==> src/rtl/clz_skip_divider_if.sv <==
// Operand/result bundle for the CLZ-skip divider.
// master issues requests, slave computes.
interface clz_skip_divider_if #(
  parameter int DIV_WIDTH = 32,
  parameter int CLZW      = $clog2(DIV_WIDTH)
);
  logic                 start;
  logic [DIV_WIDTH-1:0] dividend;
  logic [DIV_WIDTH-1:0] divisor;
  logic [CLZW-1:0]      dividend_CLZ;
  logic [CLZW-1:0]      divisor_CLZ;
  logic                 divisor_is_zero;
  logic                 busy;
  logic                 done;
  logic [DIV_WIDTH-1:0] quotient;
  logic [DIV_WIDTH-1:0] remainder;

  modport master (
    output start, dividend, divisor,
    output dividend_CLZ, divisor_CLZ,
    output divisor_is_zero,
    input  busy, done, quotient, remainder
  );

  modport slave (
    input  start, dividend, divisor,
    input  dividend_CLZ, divisor_CLZ,
    input  divisor_is_zero,
    output busy, done, quotient, remainder
  );
endinterface

==> src/rtl/clz_skip_divider.sv <==
// Radix-2 restoring divider that skips known-zero
// quotient bits using operand leading-zero counts.
module clz_skip_divider #(
  parameter int DIV_WIDTH = 32
) (
  input logic                clk,
  input logic                rst,
  clz_skip_divider_if.slave  io
);
  localparam int W    = DIV_WIDTH;
  localparam int CLZW = $clog2(DIV_WIDTH);

  typedef enum logic [1:0] {
    IDLE,
    RUN,
    FIN
  } state_t;

  state_t state;
  state_t state_nxt;

  logic [W-1:0]    quo;
  logic [W-1:0]    rem;
  logic [W-1:0]    dsh;
  logic [CLZW-1:0] cnt;
  logic [CLZW-1:0] shift;
  logic            fast;
  logic            ge;

  assign fast  = io.divisor_is_zero ||
                 (io.divisor_CLZ < io.dividend_CLZ);
  assign shift = io.divisor_CLZ - io.dividend_CLZ;
  assign ge    = rem >= dsh;

  always_ff @(posedge clk) begin
    if (rst) state <= IDLE;
    else     state <= state_nxt;
  end

  // A new start always wins, even over a running op.
  always_comb begin
    state_nxt = state;
    if (io.start) begin
      state_nxt = fast ? FIN : RUN;
    end else begin
      unique case (state)
        IDLE:    state_nxt = IDLE;
        RUN:     state_nxt = (cnt == '0) ? FIN : RUN;
        FIN:     state_nxt = IDLE;
        default: state_nxt = IDLE;
      endcase
    end
  end

  always_comb begin
    io.busy = (state == RUN);
    io.done = (state == FIN);
  end

  always_ff @(posedge clk) begin
    if (rst) begin
      quo <= '0;
      rem <= '0;
      dsh <= '0;
      cnt <= '0;
    end else if (io.start) begin
      rem <= io.dividend;
      cnt <= '0;
      if (io.divisor_is_zero) begin
        quo <= '1;
      end else if (fast) begin
        quo <= '0;
      end else begin
        quo <= '0;
        dsh <= io.divisor << shift;
        cnt <= shift;
      end
    end else if (state == RUN) begin
      quo <= {quo[W-2:0], ge};
      if (ge) rem <= rem - dsh;
      dsh <= dsh >> 1;
      if (cnt != '0) cnt <= cnt - 1'b1;
    end
  end

  assign io.quotient  = quo;
  assign io.remainder = rem;
endmodule
==> src/flat_wrapper.sv <==
// flat-port wrapper written by rule: the top's interface ports become plain ports
module clz_skip_divider_flat 
#(
  parameter int DIV_WIDTH = 32
)
  (clk, rst, io_start, io_dividend, io_divisor, io_dividend_CLZ, io_divisor_CLZ, io_divisor_is_zero, io_busy, io_done, io_quotient, io_remainder);
  clz_skip_divider_if #(.DIV_WIDTH(DIV_WIDTH)) io_i ();
  input logic clk;
  input logic rst;
  input wire logic [$bits(io_i.start)-1:0] io_start;
  input wire logic [$bits(io_i.dividend)-1:0] io_dividend;
  input wire logic [$bits(io_i.divisor)-1:0] io_divisor;
  input wire logic [$bits(io_i.dividend_CLZ)-1:0] io_dividend_CLZ;
  input wire logic [$bits(io_i.divisor_CLZ)-1:0] io_divisor_CLZ;
  input wire logic [$bits(io_i.divisor_is_zero)-1:0] io_divisor_is_zero;
  output wire logic [$bits(io_i.busy)-1:0] io_busy;
  output wire logic [$bits(io_i.done)-1:0] io_done;
  output wire logic [$bits(io_i.quotient)-1:0] io_quotient;
  output wire logic [$bits(io_i.remainder)-1:0] io_remainder;
  assign io_i.start = io_start;
  assign io_i.dividend = io_dividend;
  assign io_i.divisor = io_divisor;
  assign io_i.dividend_CLZ = io_dividend_CLZ;
  assign io_i.divisor_CLZ = io_divisor_CLZ;
  assign io_i.divisor_is_zero = io_divisor_is_zero;
  assign io_busy = io_i.busy;
  assign io_done = io_i.done;
  assign io_quotient = io_i.quotient;
  assign io_remainder = io_i.remainder;
  clz_skip_divider #(.DIV_WIDTH(DIV_WIDTH)) u_core (.clk(clk), .rst(rst), .io(io_i));
endmodule
==> config.mk <==
export PLATFORM = sky130hd
export DESIGN_NAME = clz_skip_divider_flat
export DESIGN_NICKNAME = d
export VERILOG_FILES = /design/src/rtl/clz_skip_divider_if.sv /design/src/rtl/clz_skip_divider.sv /design/src/flat_wrapper.sv
export SDC_FILE = /design/constraint.sdc
export NUM_CORES = 1
export LEC_CHECK = 0
export CAP_MARGIN = 20
export CORE_UTILIZATION = 40
export CTS_CLUSTER_DIAMETER = 150
export DETAILED_ROUTE_END_ITERATION = 8
export SYNTH_ARGS = -nofsm -noshare
export SYNTH_HDL_FRONTEND = slang
export SYNTH_SLANG_ARGS = --single-unit
==> constraint.sdc <==
create_clock -name clk -period 4.4 [get_ports clk]
set_clock_uncertainty 0.2 [all_clocks]
set_input_delay 0.88 -clock clk [delete_from_list [all_inputs] [get_ports clk]]
set_output_delay 0.88 -clock clk [all_outputs]
set_load 0.03 [all_outputs]
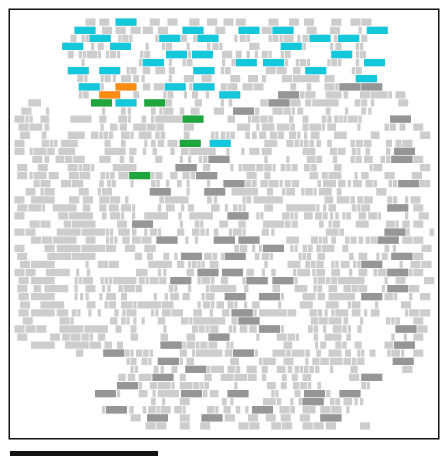
Fig. 1. Register map, names as in the netlist (run 1).
Bar = 50 um. Other sequential cells in the stronger gray, the rest of the logic in the fainter gray.
legend:
  `u_core.cnt`:
    color: green
    sequential_cells: 5
  `u_core.state`:
    color: orange
    sequential_cells: 2
  `u_core.io.quotient`:
    color: cyan
    sequential_cells: 32
    where: a horizontal strip, top

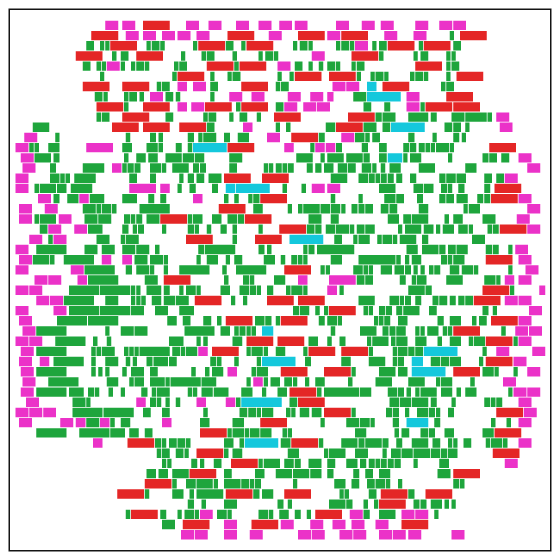
Fig. 2. Cell classes on the final placement (run 1).
legend:
  clock drivers and dummy loads:
    color: cyan
    cells: 16
    share_of_their_area: 3.2%
  other buffers and delay cells:
    color: magenta
    cells: 173
    share_of_their_area: 17%
  combinational and other logic:
    color: green
    cells: 851
    share_of_their_area: 58%
  flops:
    color: red
    cells: 103
    share_of_their_area: 21%

==> run notes, run 1 <==
flow finished, numbers: vias in the first global route 7,168, sw power 2.18 mW, CTS Buf Count 9, FP Core Util 41.2%, Cell area leaders dfxtp_1, nand2_1, mux4_2, synth cell count leaders nand2_1, dfxtp_1, nor2_1, first-pass GRT wire length 37,700 um, area leader, netlist dfxtp_1, Critical Path Sink u_core.dsh[21], crit share post-route 92.1%, setup ws final 0.347 ns, top cell category logic gates, Flops after synth 103, most instantiated logic cells after routing nand2_1, clkdlybuf4s50_1, dfxtp_1, most common cell in the netlist nand2_1, and+or+nand+nor area frac 17.1%, ys flop type dfxtp_1, WHS 0.254 ns, placed cell count 1,392, Site Rows 51, maximum fanout along the worst path 16, Sink Count 103, NonClk Buf Share 16.7%, FF+latch area 2060 um2, Adder Area Share 6.53%, CP delay by family, top adder cells, GRT overflow 0, Layout area overhead 24.6%, root buffer cell clkbuf_16, largest net degree at the start of global routing 68, sw frac 44.0%, Yosys chip area 8090 um2, DRT iter0 DRCs 533, Core ar. 19,700 um2, fin nets 1,257, FF-to-FF setup slack 1.09 ns, total power 4.95 mW, post-synth design cell area 8090 um2, clock buffer depth 2, worst-case hold path end point u_core.dsh[22], unrepaired setup endpoints after global routing no, Log Warnings 27, met2 usage 34.4%, Main logic family AND-OR/OR-AND gates, outcome complete, no violations, internal power 2.77 mW, Die H 144 um, CTS tree built, final setup fails 0, fin crit period 4.05 ns, relative slew slack 38.9%, vias 7,828, CP arrival 4.06 ns, cells after synthesis 1,027, clk cell area share 3.13%, yosys stat cell total 1,027, Inverters 66, Clk Latency, worst-skew pair 0.36 ns, num tapcells 265, ANT cells 0, Async S/R FF share, synth 0%, Final Non-Filler Cells 1,408, Die X-Extent 144 um, Post-CTS Setup Inserts 0, hold buffers post-CTS 0, hold path start u_core.dsh[22], number of enable flip-flop cells 0, share of cells above drive strength 1 10.1%, Avg Vias per Cell 5.56, worst setup path start io_dividend_CLZ[0], count of different cell masters after synthesis 73, Crit. End Element flip-flop
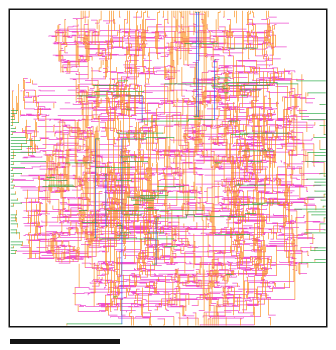
Fig. 3. Routed metal, one color a layer (run 1).
Bar = 50 um.
legend:
  metal 3:
    color: green
    wire_length: 1,110 um
  metal 2:
    color: orange
    wire_length: 10,100 um
  metal 4:
    color: blue
    wire_length: 307 um
  metal 1:
    color: magenta
    wire_length: 11,700 um

==> run 2: changes to the inputs <==
--- a/config.mk
+++ b/config.mk
@@ -9,6 +9,7 @@
 export CORE_UTILIZATION = 40
 export CTS_CLUSTER_DIAMETER = 150
 export DETAILED_ROUTE_END_ITERATION = 8
+export HOLD_SLACK_MARGIN = 0.03
 export SYNTH_ARGS = -nofsm -noshare
 export SYNTH_HDL_FRONTEND = slang
 export SYNTH_SLANG_ARGS = --single-unit
==> constraint.sdc (replaced) <==
create_clock -name clk -period 4.98 [get_ports clk]
set_clock_uncertainty 0.2 [all_clocks]
set_input_delay 0.996 -clock clk [delete_from_list [all_inputs] [get_ports clk]]
set_output_delay 0.996 -clock clk [all_outputs]
set_load 0.03 [all_outputs]
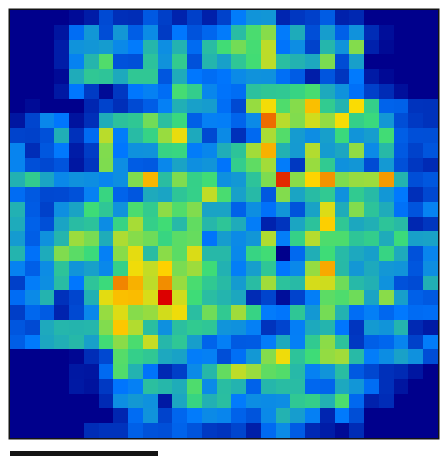
Fig. 4. Wiring heat map (run 2).
Bar = 50 um. The die is cut into 29 by 29 equal tiles; dark blue is low, red is high, scaled to the fullest tile. Values are wire area over tile area, all layers added.
densest ninth of the die: middle
emptiest ninth of the die: top left
mean over tiles: 0.18

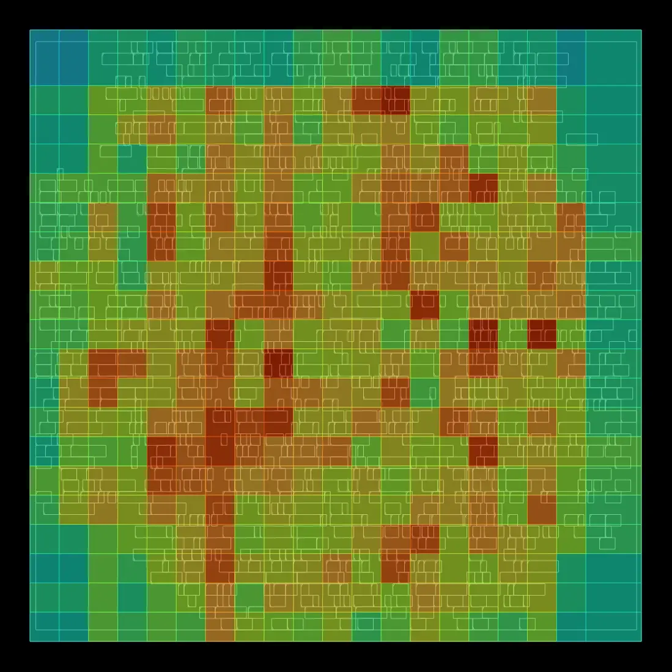
Fig. 5. Routing congestion map (run 2).
met1 Usage GRT: 34.1%
total global routing track utilization: 22.4%
wire per inst: 16.5 um
met2 usage: 32.9%

==> run notes, run 2 <==
flow finished, numbers: outcome complete, no violations, Cell area leaders dfxtp_1, nand2_1, mux4_2, WHS 0.256 ns, yosys stat cell total 1,027, clk slew on worst S/H paths 0.08 ns, placed cell count 1,383, Sink Count 103, initial antenna violation count 0, share of cells above drive strength 1 9.35%, FF+latch area 2060 um2, Post-CTS Setup Inserts 0, unrepaired setup endpoints after global routing no, area leader, netlist dfxtp_1, Site Rows 51, CP delay by family, top adder cells, cells after synthesis 1,027, Die X-Extent 144 um, fin util 50.8%, largest net degree at the start of global routing 58, fin nets 1,248, Final Non-Filler Cells 1,399, most instantiated logic cells after routing nand2_1, clkdlybuf4s50_1, dfxtp_1, GRT overflow 0, count of different cell masters after synthesis 73, Post-Syn Nets 1,146, antenna-violating nets left 0, Worst Path Buf+Inv 2, root buffer cell clkbuf_16, sw power 1.93 mW, setup ws final 0.776 ns, fin crit period 4.20 ns, synth cell count leaders nand2_1, dfxtp_1, nor2_1, sw frac 44.7%, Core ar. 19,700 um2, sequential cell area share 20.6%, number of enable flip-flop cells 0, hold path start u_core.dsh[22], Adder Area Share 6.53%, CP arrival 4.22 ns, FP Core Util 41.2%, Clk Latency, worst-skew pair 0.36 ns, num tapcells 265, Main logic family AND-OR/OR-AND gates, combinational share of power 59.3%, NonClk Buf Share 16.1%, FF-to-FF setup slack 1.60 ns, Flops after synth 103, clock buffer depth 2, Crit. End Element flip-flop, most common cell in the netlist nand2_1, post-synth design cell area 8090 um2, Avg Vias per Cell 5.63, vias in the first global route 7,002, detailed-route DRC error count 0, clk cell area share 3.01%, vias 7,874, Layout area overhead 23.5%, Critical Path Sink u_core.dsh[23], total power 4.32 mW, ys flop type dfxtp_1, maximum fanout along the worst path 19, DRT iter0 DRCs 580, Yosys chip area 8090 um2, relative slew slack 36.4%, CTS tree built
Power is estimated from default activity; no workload was simulated.
